==> config.mk <==
export PLATFORM = sky130hd
export DESIGN_NAME = gvt_sequencer_flat
export DESIGN_NICKNAME = d
export VERILOG_FILES = /design/src/rtl/gvt_pkg.sv /design/src/rtl/gvt_sequencer_if.sv /design/src/rtl/gvt_interval_timer.sv /design/src/rtl/gvt_sequencer.sv /design/src/flat_wrapper.sv
export SDC_FILE = /design/constraint.sdc
export NUM_CORES = 1
export LEC_CHECK = 0
export CAP_MARGIN = 25
export CELL_PAD_IN_SITES_DETAIL_PLACEMENT = 0
export CELL_PAD_IN_SITES_GLOBAL_PLACEMENT = 2
export CORE_ASPECT_RATIO = 1.75
export CORE_MARGIN = 8
export CORE_UTILIZATION = 36
export CTS_BUF_LIST = sky130_fd_sc_hd__clkbuf_8 sky130_fd_sc_hd__clkbuf_16
export DETAILED_ROUTE_END_ITERATION = 10
export DONT_BUFFER_PORTS = 1
export HOLD_SLACK_MARGIN = 0.06
export PLACE_DENSITY_LB_ADDON = 0.05
export SLEW_MARGIN = 15
export SYNTH_ARGS = -nofsm -noshare
export SYNTH_HDL_FRONTEND = slang
export SYNTH_SLANG_ARGS = --single-unit
==> constraint.sdc <==
create_clock -name clk -period 2.9 [get_ports clk]
set_input_delay 0.58 -clock clk [delete_from_list [all_inputs] [get_ports clk]]
set_output_delay 0.58 -clock clk [all_outputs]
set_load 0.03 [all_outputs]
==> run_1/met1.png <==
The bar under the picture is 20 um long. Supply wires on this layer in gray.
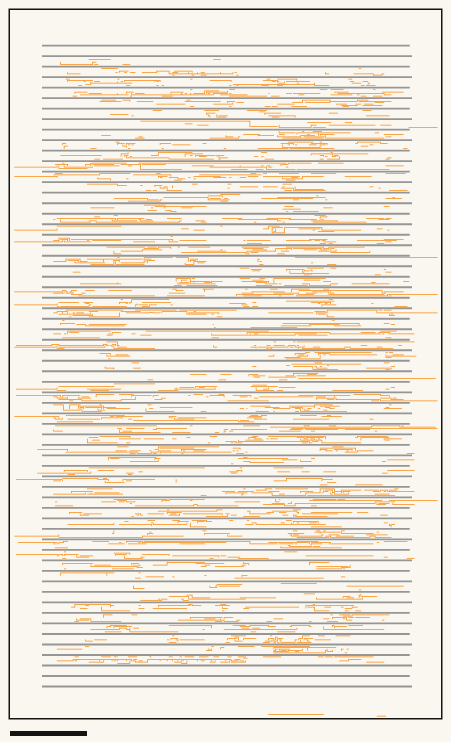
- wire length on this layer: 6360 um
- nets with wire on the layer: 611
Global Route met1 Usage: 0.181
total routed wirelength: 15200 um

==> run_1/met2.png <==
The bar under the picture is 20 um long.
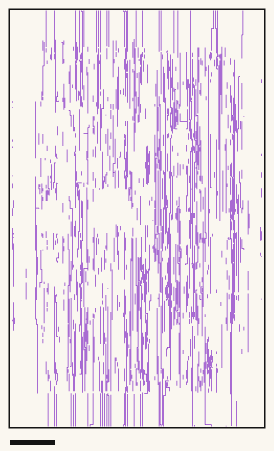
- wire length on this layer: 8120 um
- share of all routed wire: 53%
via count: 4044
GR Util met2: 0.275

==> run_1/met3.png <==
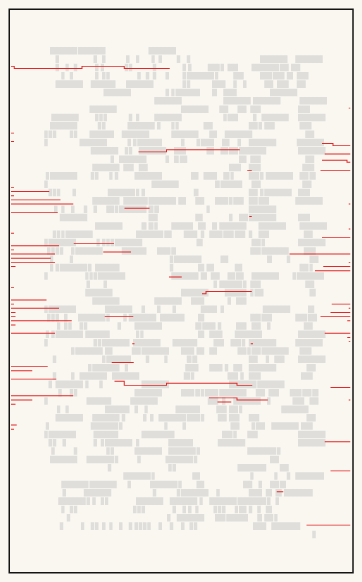
- share of all routed wire: 4.1%
- wire length on this layer: 632 um
met3 capacity usage during global routing: 0.0382

==> flow report <==
CLOCK TREE
------------------------------------------------------------------------------
Insertion delay of the later-clocked pin in the worst-skew pair .       410 ps
Postcts setup bufs ..............................................            0
Clk buf depth ...................................................            2
Number of buffers created by CTS ................................           17
Sink Count ......................................................          114
CTS tree ........................................................         done
Post-CTS sizing .................................................            0
Htree depth .....................................................            4

CRITICAL PATH
------------------------------------------------------------------------------
Worst reg-to-reg setup slack ....................................        70 ps
Worst Reg2Reg Path Length in Cells ..............................           10
Worst endpoint data arrival time ................................      3130 ps
CP Depth ........................................................           10
Critical path cell sequence ..................................... buf_12, mux4_2, ha_1, a21o_1, a21o_1, a221oi_2, and4_1, buf_4, o211ai_1, o2111a_1
Buf+Inv Stages, Crit Path .......................................            2
Crit-path slowest cell .......................................... sky130_fd_sc_hd__mux4_2
Crit-path leading delay family .................................. AND-OR/OR-AND gates
Delay of the slowest critical-path stage ........................       520 ps
Crit-path max FO ................................................           12
Type of element launching the critical path .....................     register
Top cell by count, worst path ................................... sky130_fd_sc_hd__a21o_1
Setup crit end kind .............................................     register

HOLD PATH
------------------------------------------------------------------------------
Hold Crit Class ................................................. input pin to async pin

SYNTH
------------------------------------------------------------------------------
Commonest cells in the netlist .................................. sky130_fd_sc_hd__nand2_1, sky130_fd_sc_hd__dfrtp_1, sky130_fd_sc_hd__inv_1
Yosys Warn Count ................................................            0
EDFF count, synth ...............................................            0
Average cell area after synthesis ...............................    9.93 um^2
Leading cell types by total area after synthesis ................ sky130_fd_sc_hd__dfrtp_1, sky130_fd_sc_hd__nand2_1, sky130_fd_sc_hd__mux4_2
Most instantiated flip-flop cell in the synthesis netlist ....... sky130_fd_sc_hd__dfrtp_1
Most instantiated library cell after synthesis .................. sky130_fd_sc_hd__nand2_1
Synth async-reset ratio .........................................         1.00
Synthesized cell area ...........................................    5760 um^2
Seq cells post-synth ............................................          114
Seq/Total Area, Yosys ...........................................        0.497
Post-synthesis cell type with the largest combined area ......... sky130_fd_sc_hd__dfrtp_1
Top area contributor share ......................................        0.469
# Cells Yosys ...................................................          580
Count of distinct cell types in the synthesized netlist .........           40
Chip area from the yosys synthesis statistics ...................    5760 um^2
Floorplan net count .............................................          687

PLACEMENT
------------------------------------------------------------------------------
Placed cell area ................................................    6010 um^2
Dpl hpwl ........................................................     11300 um
Final Wtd Congestion ............................................        0.772
Tally of buffers added on design ports ..........................            0
Post-Place Cells ................................................          752
Pre-CTS setup slack .............................................      66.3 ps

POWER
------------------------------------------------------------------------------
Power attributed to combinational cells .........................      4.19 mW
Clock Power Share ...............................................        0.213
Top power group ................................................. combinational cells
Fraction of power consumed by sequential logic ..................        0.346
Sw frac .........................................................        0.420
Internal power consumption ......................................      5.53 mW
Combinational share of power ....................................        0.441

FLOORPLAN
------------------------------------------------------------------------------
Ports ...........................................................          111
Die Height ......................................................       183 um
Total core area .................................................   15800 um^2
Pre-placement core utilization ..................................        0.364
DIE AREA ........................................................   20500 um^2

TIMING
------------------------------------------------------------------------------
Unrepaired setup endpoints after global routing .................         true
Final cycle utilization of the critical path ....................        0.977
Max Transition Viols Final ......................................            0
Worst clock skew on the final layout ............................      12.6 ps
Number of hold violations in the final report ...................          108
Headroom to the max-slew limit ..................................        0.500
Total negative slack for setup checks ...........................         0 ps
Final tally of setup violations .................................            0
FMAX ............................................................      353 MHz
Final critical path time including I/O delays and setup .........      2830 ps
Worst-case hold slack ...........................................      -136 ps
Final worst-path setup slack ....................................      67.1 ps
Transition at the pin with the smallest max-transition slack ....       749 ps

OUTCOME
------------------------------------------------------------------------------
Status .......................................................... complete, but fails checks
Failing checks ..................................................  hold timing

FINISH
------------------------------------------------------------------------------
Non-filler instance count after layout ..........................          784
Share of layout cells above drive strength 1 ....................        0.155
Most numerous logic cells after layout .......................... sky130_fd_sc_hd__nand2_1, sky130_fd_sc_hd__dfrtp_1, sky130_fd_sc_hd__inv_1
Design Area, Final ..............................................    6600 um^2
Layout Utilization ..............................................        0.417
Most common library cell in the layout ignoring fill and taps ... sky130_fd_sc_hd__nand2_1

ROUTING
------------------------------------------------------------------------------
Number of DRC markers in iteration 0 ............................          140
Residual antenna-violating net count after detailed routing .....            0
Routed wirelength normalized by instance count ..................      19.4 um
Post-DR vias/cell ...............................................         5.16

GRT
------------------------------------------------------------------------------
Total gr overflow ...............................................            0
Pin count of the biggest net entering global routing ............          115
Global-route wire length before repair ..........................     24600 um
Number of global-route vias before repair .......................         4417

RUN
------------------------------------------------------------------------------
Max-cap viol count ..............................................            0

## run 1: area by class of cell
class / count / area [um^2]
Inverter: 24 / 90.1
Timing Repair Buffer: 14 / 143
Sequential cell: 114 / 2860
Fill cell: 1576 / 9200
Clock buffer: 17 / 425
Multi-Input combinational cell: 411 / 2690
Tap cell: 189 / 236
Clock inverter: 15 / 149
## run 1: kinds of logic after synthesis
kind of cell,after synthesis,synth area share
xor gates and xnor gates,21,0.0319
adders and majority gates,18,0.0391
and+or+nand+nor,266,0.184
AOI/OAI and AO/OA,56,0.0832
buffers and inverters,55,0.0400
other,1,0.000651
DFF,114,0.497
muxes,49,0.124
## run 1: layer usage
layer,track usage,routed length (um),vias up
li1,-,-,1958
met1,0.181,6360,1993
met2,0.275,8120,85
met3,0.0382,631,8
met4,0.0495,133,0
met5,0,0,-
Power figures rest on the tool's default switching activity, not on a simulated workload.
